[config.mk]
export PLATFORM = sky130hd
export DESIGN_NAME = prescaled_counter
export DESIGN_NICKNAME = d
export VERILOG_FILES = /design/src/rtl/prescaled_counter_pkg.sv /design/src/rtl/tick_prescaler.sv /design/src/rtl/prescaled_counter.sv
export SDC_FILE = /design/constraint.sdc
export NUM_CORES = 1
export LEC_CHECK = 0
export CORE_ASPECT_RATIO = 0.8
export CORE_MARGIN = 2
export CORE_UTILIZATION = 25
export CTS_CLUSTER_SIZE = 8
export DETAILED_ROUTE_END_ITERATION = 6
export PLACE_DENSITY = 0.44
export SYNTH_ARGS = -nofsm -noshare
export SYNTH_HDL_FRONTEND = slang
export SYNTH_SLANG_ARGS = --single-unit
[constraint.sdc]
create_clock -name clk -period 6.45 [get_ports clk]
set_input_delay 0.9675 -clock clk [delete_from_list [all_inputs] [get_ports clk]]
set_output_delay 0.9675 -clock clk [all_outputs]
set_load 0.03 [all_outputs]
[src/rtl/prescaled_counter_pkg.sv]
// Shared constants for the prescaled counter: direction and mode encodings
// plus the classification of what a counter tick does to q.
package prescaled_counter_pkg;

  localparam logic DIR_DN       = 1'b0;
  localparam logic DIR_UP       = 1'b1;
  localparam logic MODE_WRAP    = 1'b0;
  localparam logic MODE_ONESHOT = 1'b1;

  typedef enum logic [1:0] {
    STEP_COUNT = 2'd0,  // ordinary increment/decrement
    STEP_WRAP  = 2'd1,  // rolled over to the opposite end of the range
    STEP_STOP  = 2'd2   // one-shot reached its terminal value
  } step_e;

endpackage

[src/rtl/tick_prescaler.sv]
// Free-running prescaler: counts enabled cycles and flags the cycle in which
// the count has reached div_max, so the parent can act on that same edge.
module tick_prescaler #(
  parameter int DIV_W = 28
) (
  input  logic             clk,
  input  logic             rst,
  input  logic             en,
  input  logic             clr,
  input  logic [DIV_W-1:0] div_max,
  output logic             tick
);

  logic [DIV_W-1:0] pre_q, pre_d;
  logic             at_top;

  // >= rather than == so a div_max lowered below the running count still
  // fires immediately instead of waiting for the counter to overflow.
  assign at_top = (pre_q >= div_max);
  assign tick   = en && !clr && at_top;

  always_comb begin
    // NOTE: default assignment first so no path leaves pre_d unassigned (no latch).
    pre_d = pre_q;
    if (clr) begin
      pre_d = '0;
    end else if (en) begin
      pre_d = at_top ? '0 : pre_q + DIV_W'(1);
    end
  end

  // NOTE: sequential state uses non-blocking assignments only.
  always_ff @(posedge clk or negedge rst) begin
    if (!rst) begin
      pre_q <= '0;
    end else begin
      pre_q <= pre_d;
    end
  end

endmodule

[src/rtl/prescaled_counter.sv]
// Up/down modulo counter advanced by a prescaler tick, with wrap or one-shot
// behaviour, synchronous load and a data-only divided clock output.
module prescaled_counter
  import prescaled_counter_pkg::*;
#(
  parameter int DIV_W = 28,
  parameter int CNT_W = 3
) (
  input  logic             clk,
  input  logic             rst,
  input  logic             en,
  input  logic [DIV_W-1:0] div_max,
  input  logic [CNT_W-1:0] mod_max,
  input  logic             up_dn,
  input  logic             oneshot,
  input  logic             load,
  input  logic [CNT_W-1:0] load_val,
  output logic [CNT_W-1:0] q,
  output logic             tick,
  output logic             tc,
  output logic             done,
  output logic             div_clk
);

  logic [CNT_W-1:0] q_q, q_d;
  logic             tick_q, tc_q, done_q, div_clk_q;
  logic             pre_tick;
  step_e            step;

  // A finished one-shot freezes the prescaler so resuming starts from a clean phase.
  tick_prescaler #(
    .DIV_W (DIV_W)
  ) u_prescaler (
    .clk     (clk),
    .rst     (rst),
    .en      (en && !done_q),
    .clr     (load),
    .div_max (div_max),
    .tick    (pre_tick)
  );

  // Next count for a tick; out-of-range values are treated as the wrap point.
  always_comb begin
    step = STEP_COUNT;
    q_d  = q_q;
    if (up_dn == DIR_UP) begin
      if (q_q >= mod_max) begin
        step = (oneshot == MODE_ONESHOT) ? STEP_STOP : STEP_WRAP;
        q_d  = (oneshot == MODE_ONESHOT) ? mod_max : '0;
      end else begin
        q_d  = q_q + CNT_W'(1);
      end
    end else begin
      if (q_q == '0 || q_q > mod_max) begin
        step = (oneshot == MODE_ONESHOT) ? STEP_STOP : STEP_WRAP;
        q_d  = (oneshot == MODE_ONESHOT) ? '0 : mod_max;
      end else begin
        q_d  = q_q - CNT_W'(1);
      end
    end
  end

  always_ff @(posedge clk or negedge rst) begin
    if (!rst) begin
      q_q       <= '0;
      tick_q    <= 1'b0;
      tc_q      <= 1'b0;
      done_q    <= 1'b0;
      div_clk_q <= 1'b0;
    end else if (load) begin
      q_q    <= load_val;
      tick_q <= 1'b0;
      tc_q   <= 1'b0;
      done_q <= 1'b0;
    end else if (done_q) begin
      tick_q <= 1'b0;
      tc_q   <= 1'b0;
      if (oneshot == MODE_WRAP) done_q <= 1'b0;
    end else if (pre_tick) begin
      q_q       <= q_d;
      tick_q    <= 1'b1;
      tc_q      <= (step != STEP_COUNT);
      done_q    <= (step == STEP_STOP);
      div_clk_q <= ~div_clk_q;
    end else begin
      tick_q <= 1'b0;
      tc_q   <= 1'b0;
    end
  end

  assign q       = q_q;
  assign tick    = tick_q;
  assign tc      = tc_q;
  assign done    = done_q;
  assign div_clk = div_clk_q;

endmodule

**Run 1: metal 1**

Bar = 50 microns. Cells faint in the background.
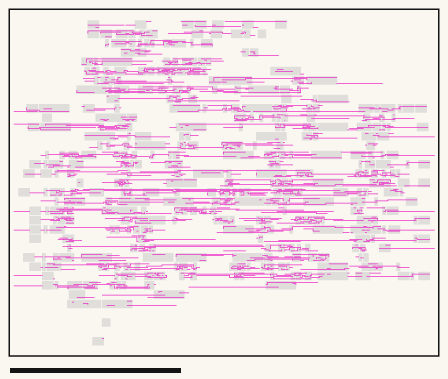
wire length on this layer = 4,280 microns
main direction = horizontal

**Run 1: met2 routing**

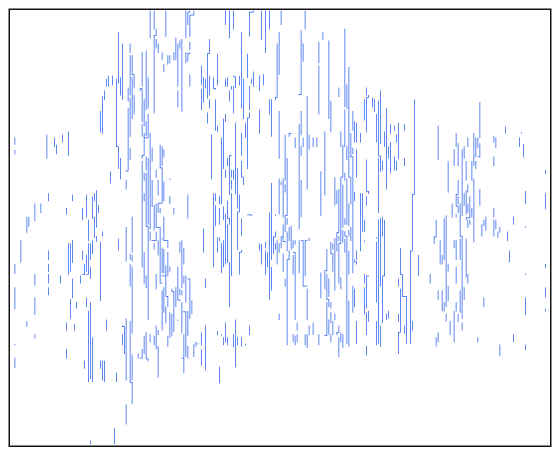
main direction = vertical
longest straight run = 28.6 microns
nets with wire on the layer = 358

**Run 1: metal 3**

Bar = 50 microns.
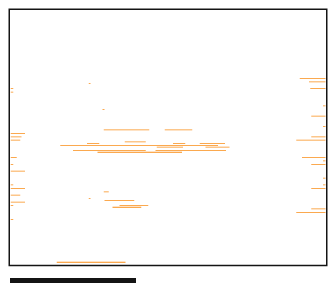
nets with wire on the layer = 43
share of all routed wire = 5.2%
longest straight run = 62.1 microns

==> job_summary.md, run 1 <==
### Yosys + OpenROAD results

| Metric | Value |
|---|---|
| Iteration count of the initial detailed-routing pass | 4 |
| Core Footprint | 11,500 sq um |
| WP data required | 6610 ps |
| Design area | 3690 sq um |
| Cell count listed in synth_stat.txt | 365 |
| Flop and latch count out of synthesis | 35 |
| Mean cell area of the mapped netlist | 8.02 sq um |
| Critical path cell sequence | clkdlybuf4s50_1 -> inv_1 -> ha_1 -> nand4_1 -> a2111oi_1 -> o41ai_2 -> nand2b_1 -> a21oi_1 -> mux2_2 |
| Remaining number of nets flagged by the antenna check after routing | 0 |
| Row cnt | 35 |
| Clock sink total | 35 |
| Clock buf/inv share | 0.0423 |
| CP endpoint kind | flip-flop |
| Global-route wire length before repair | 13,200 microns |
| Final weighted congestion in routability-driven placement | 0.747 |
| Chip area from the yosys synthesis statistics | 2930 sq um |
| RSZ-0062 raised after global routing | false |
| Initial antenna violation count | 0 |
| Number of buffers inserted by port buffering | 46 |
| Hold crit path type | reg2reg |
| Latest clock arrival within the worst-skew pair | 280 ps |
| Tally of unique sky130hd cells used after synthesis | 43 |
| Number of hold-repair buffers added at the cts stage | 0 |
| Crit path max fanout | 22 |
| Count of placed standard cells in the final layout, fillers left out | 554 |
| Power density relative to cell area | 172 nW/um^2 |
| Total I/O pin count | 47 |
| Total CTS buffers | 5 |
| Layout inverter count without the clock tree | 37 |
| Tally of max-capacitance violations | 0 |
| DRC Markers | 0 |
| Share of Yosys cell area claimed by the top area cell type | 0.299 |
| Count of filler cells inserted in the layout | 1,222 |
| Most frequent logic cell in the layout | clkdlybuf4s50_1 |
| DIE AREA | 12,600 sq um |
| Total detailed-routing wirelength | 7920 microns |
| Most used cells in the layout excluding fill and tap cells | clkdlybuf4s50_1 (46), nand2_1 (43), inv_1 (37), ha_1 (35), dfrtp_1 (35) |
| Multi-input gates | 276 |
| Status | complete, no violations |
| Min cycle time layout | 4000 ps |
| Count of clock-net buffers in the final layout | 8 |
| Number of vias in the routed layout | 2,741 |
| CTS tree | yes |
| Number of slew-limit violations in the final report | 0 |
| Worst setup path category | in2reg |
| Endpoint arrival time on the critical path | 4150 ps |
| Final-report setup violation count | 0 |
run 1: sequential cells by signal, indices dropped and copies added, names as in the netlist:
signal,flops
tick,1
done,1
u_prescaler.pre_q,28
q,3
div_clk,1
tc,1
run 1: per-layer routing:
layer | GRT usage | part of all wire | vias up
met5 | 0 | 0 | -
met4 | 0.0393 | 0.016 | 0
met3 | 0.0180 | 0.052 | 7
met2 | 0.191 | 0.39 | 64
met1 | 0.193 | 0.54 | 1259
li1 | - | - | 1411
run 1: cell families after synthesis:
| kind of cell | count (synthesis) | synth area share |
|---|---|---|
| simple gates | 158 | 0.284 |
| compound gates | 76 | 0.174 |
| buf+inv | 54 | 0.0713 |
| fa+ha+maj | 35 | 0.150 |
| flops | 35 | 0.299 |
| xor+xnor | 4 | 0.0120 |
| mux | 3 | 0.0107 |
run 1: report_power, final:
part	switching [mW]	internal, mW
Sequential	0.00695	0.225
Combinational	0.0777	0.0702
Clock	0.0898	0.164
run 1: path summary, 6_finish.rpt:
| path | startpoint | end | slack (ps) | depth (start not counted) |
|---|---|---|---|---|
| min reg2reg | div_clk | div_clk | 470 | 1 |
| max in group asynchronous | rst | q[2] | 4990 | 2 |
| max | div_max[10] | q[0] | 2450 | 9 |
| max reg2reg | u_prescaler.pre_q[11] | q[0] | 3130 | 7 |
| min in group asynchronous | rst | u_prescaler.pre_q[17] | 1130 | 2 |
| min | div_clk | div_clk | 470 | 1 |
run 1: worst max-delay path: cells and delay by family:
kind | cells | cell delay, ps
AOI/OAI and AO/OA | 3 | 1300
buffers and inverters | 2 | 490
muxes | 1 | 330
adders and majority gates | 1 | 290
and+or+nand+nor | 2 | 770
==> inputs of run 2 (changes only) <==
--- a/config.mk
+++ b/config.mk
@@ -10,7 +10,7 @@
 export CORE_UTILIZATION = 25
 export CTS_CLUSTER_SIZE = 8
 export DETAILED_ROUTE_END_ITERATION = 6
-export PLACE_DENSITY = 0.44
+export PLACE_DENSITY = 0.46
 export SYNTH_ARGS = -nofsm -noshare
 export SYNTH_HDL_FRONTEND = slang
 export SYNTH_SLANG_ARGS = --single-unit
==> constraint.sdc (replaced) <==
create_clock -name clk -period 3.55 [get_ports clk]
set_input_delay 0.5325 -clock clk [delete_from_list [all_inputs] [get_ports clk]]
set_output_delay 0.5325 -clock clk [all_outputs]
set_load 0.03 [all_outputs]
**Run 2: clock nets**

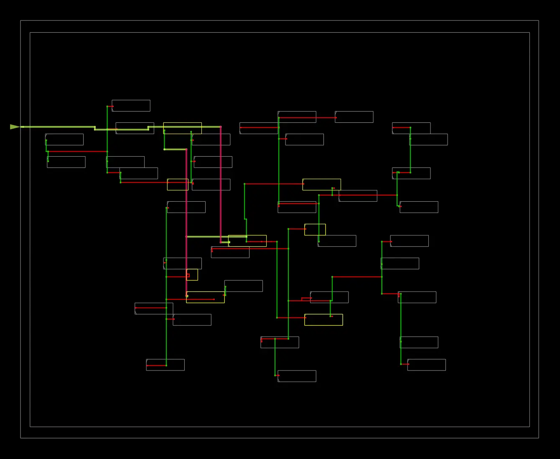
clock sink total: 35
Worst Clk Skew: 10.3 ps
latest clock arrival within the worst-skew pair: 290 ps
seq_cells: 35
clock group total power: 0.471 mW

==> run 2 against run 1 <==
Synthesized area unchanged. Clock-buffer cell count shrank 1. Via count shrank 2.9%. First-iteration DRC count rose by 7.5%. Utilization up 0.29 points. Register-to-register slack got worse by 2300 ps. Flip-flop count is the same. Sequential share of layout area shrank 0.21 points. Clock skew increased by 4.2 ps. Highest routed layer unchanged.
==> job_summary.md, run 2 <==
### Yosys + OpenROAD results

| Metric | Value |
|---|---|
| Status | complete, no violations |
| Remaining number of nets flagged by the antenna check after routing | 0 (unchanged) |
| Number of buffers inserted by port buffering | 46 (unchanged) |
| Number of buffer and inverter stages on the critical path | 3 (+1) |
| Reg2reg start | u_prescaler.pre_q[0] |
| Endpoint arrival time on the critical path | 3220 ps (-930 ps) |
| Number of hold-repair buffers added at the cts stage | 0 (unchanged) |
| Maximum clock frequency | 0.331 GHz |
| Vias per cell | 4.78 |
| Count of filler cells inserted in the layout | 1,232 (+0.82%) |
| Worst-case clock buffer depth | 2 |
| Most frequent logic cell in the layout | clkdlybuf4s50_1 |
| Flop and latch count out of synthesis | 35 (unchanged) |
| Pin count of the biggest net entering global routing | 53 |
| Most used cells in the layout excluding fill and tap cells | clkdlybuf4s50_1 (45), nand2_1 (43), inv_1 (37), ha_1 (35), dfrtp_1 (35) |
| Cell count listed in synth_stat.txt | 365 (unchanged) |
| Core Density at Floorplan | 0.255 |
| Flop-to-flop setup slack | 780 ps (-2350 ps) |
| Row cnt | 35 (unchanged) |
| Mux frac, synth | 0.0107 (unchanged) |
| DIE AREA | 12,600 sq um (unchanged) |
| Most used standard cells in the synthesized netlist | nand2_1 (43), inv_1 (37), dfrtp_1 (35), ha_1 (35), nand3_1 (29) |
| Total CTS buffers | 5 (unchanged) |
| Fraction of the cycle the final worst path needs | 0.852 |
| Post-layout power | 1.17 mW |
| Power density relative to cell area | 313 nW/um^2 (+82%) |
| Worst R2R End | u_prescaler.pre_q[2] |
| And-or/or-and share of the synthesized area | 0.174 (unchanged) |
| Max FFs per register | 28 (unchanged) |
| Biggest register | u_prescaler.pre_q |
| Worst slew margin relative to its limit | 0.417 |
| Kind of cell with the highest combined delay on the critical path | AND-OR/OR-AND gates |
| R2R depth | 10 (+3) |
| Iteration count of the initial detailed-routing pass | 4 (unchanged) |
| Chip area from the yosys synthesis statistics | 2930 sq um (unchanged) |
| Via count of the first global-routing pass | 2,618 |
| WP data required | 3750 ps (-2860 ps) |
| Root Buffer Master | clkbuf_16 |
| Area Growth Syn to Fin | 27.3% |
| Total detailed-routing wirelength | 7750 microns (-2.1%) |
| Crit path max fanout | 22 (unchanged) |
| Post-Synth Adder-Cell Area | 0.150 (unchanged) |
| Final weighted congestion in routability-driven placement | 0.752 (+0.62%) |
| Tally of unique sky130hd cells used after synthesis | 43 (unchanged) |
| RSZ-0062 raised after global routing | false |
| Share of Yosys cell area claimed by the top area cell type | 0.299 (unchanged) |
| Basic-gate share of the synthesized area counting and, or, nand and nor cells | 0.284 (unchanged) |
| Global-route wire length before repair | 13,000 microns (-0.79%) |
| Final tally of hold violations | 0 |
| Final-report setup violation count | 0 (unchanged) |
| Highest cell delay on the worst timing path | 470 ps |
| Dominant combinational cell family by area after synthesis | simple AND/OR/NAND/NOR gates |
| Setup TNS after final layout | 0 ps |
| Number of slew-limit violations in the final report | 0 (unchanged) |
| Mean cell area of the mapped netlist | 8.02 sq um (unchanged) |
| CP endpoint kind | flip-flop |
| CTS tree | yes |
| Tally of max-capacitance violations | 0 (unchanged) |
| Area fraction in xor and xnor cells | 0.0120 (unchanged) |
| Initial antenna violation count | 0 (unchanged) |
| Core Footprint | 11,500 sq um (unchanged) |
| Cell at the slowest stage of the critical path | or4_1 |
| Width of the chip | 125 microns |
| Total I/O pin count | 47 (unchanged) |
| Number of warnings the tools reported | 28 |
| Min cycle time layout | 3020 ps |
| Worst setup path category | in2reg |
| Hold crit path type | in2async |
| Number of vias in the routed layout | 2,662 (-2.9%) |
| DRC Markers | 0 (unchanged) |
| Critical path cell sequence | clkdlybuf4s50_1 -> inv_1 -> ha_1 -> a21oi_1 -> o21ai_0 -> a221oi_1 -> o21ai_0 -> nand2b_1 -> buf_12 -> or4_1 -> a31oi_1 |
| Synth warn | 0 |
| Clock transition time at the flip-flop clock pins of the worst setup and hold paths | 60 ps |
**Run 2: metal 3**

Bar = 50 microns.
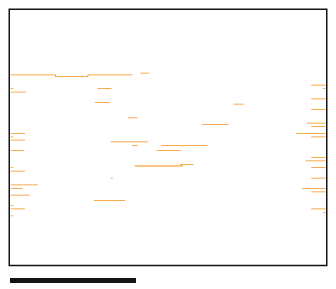
wire length on this layer = 307 microns
nets with wire on the layer = 41
main direction = horizontal
longest straight run = 18.9 microns
share of all routed wire = 4.0%

-- run 2: cell counts after synthesis --
No cell type changed its count.
-- run 2: cell families (layout without fill, tap and decap cells) --
logic type	after synthesis	count (layout)
adder cells (fa/ha/maj)	35	35
buffers and inverters	54	98
multiplexers	3	3
AND-OR/OR-AND	76	76
XOR/XNOR	4	4
flip-flops	35	35
AND/OR/NAND/NOR	158	158
-- run 2: final cells by class --
cell class                 instances  area (sq um)  share of cell area
inverter                          37           139              0.0373
sequential                        35           876               0.235
timing repair buffer              53           520               0.140
tap                              148           185              0.0497
clock inverter                     1          7.51             0.00201
multi-input combinational        276          1850               0.495
clock buffer                       7           153              0.0410
-- run 2: worst max-delay path by stage --
stage                start                     to  slack (ps)  depth (start not counted)
4_1_cts         div_max[0]   u_prescaler.pre_q[2]         500                         10
3_3_place_gp   div_max[19]  u_prescaler.pre_q[17]         250                         11
2_1_floorplan   div_max[0]                   q[0]         900                          9
6_report       div_max[19]   u_prescaler.pre_q[4]         530                         11
5_1_grt         div_max[0]  u_prescaler.pre_q[24]         340                         10
3_5_place_dp   div_max[19]   u_prescaler.pre_q[6]         210                         11
-- run 2: power breakdown --
part           total [mW]  internal [mW]  switching (mW)
clock               0.471          0.298           0.172
sequential          0.422          0.410          0.0121
combinational       0.274          0.131           0.144
total                1.17          0.839           0.328
-- run 2: routing by layer --
metal,share of wire,track usage
met4,0.0081,0.0308
met5,0,0
met1,0.55,0.195
met2,0.40,0.183
met3,0.039,0.0292
-- run 2: metrics by stage --
stage,instance area [sq um],cells,setup slack (ps)
finish,3730,557,526
detailed placement,3570,549,206
global placement,3570,549,250
floorplan,2930,365,905
global route,3730,557,338
CTS,3730,557,501
Power is estimated from default activity; no workload was simulated.
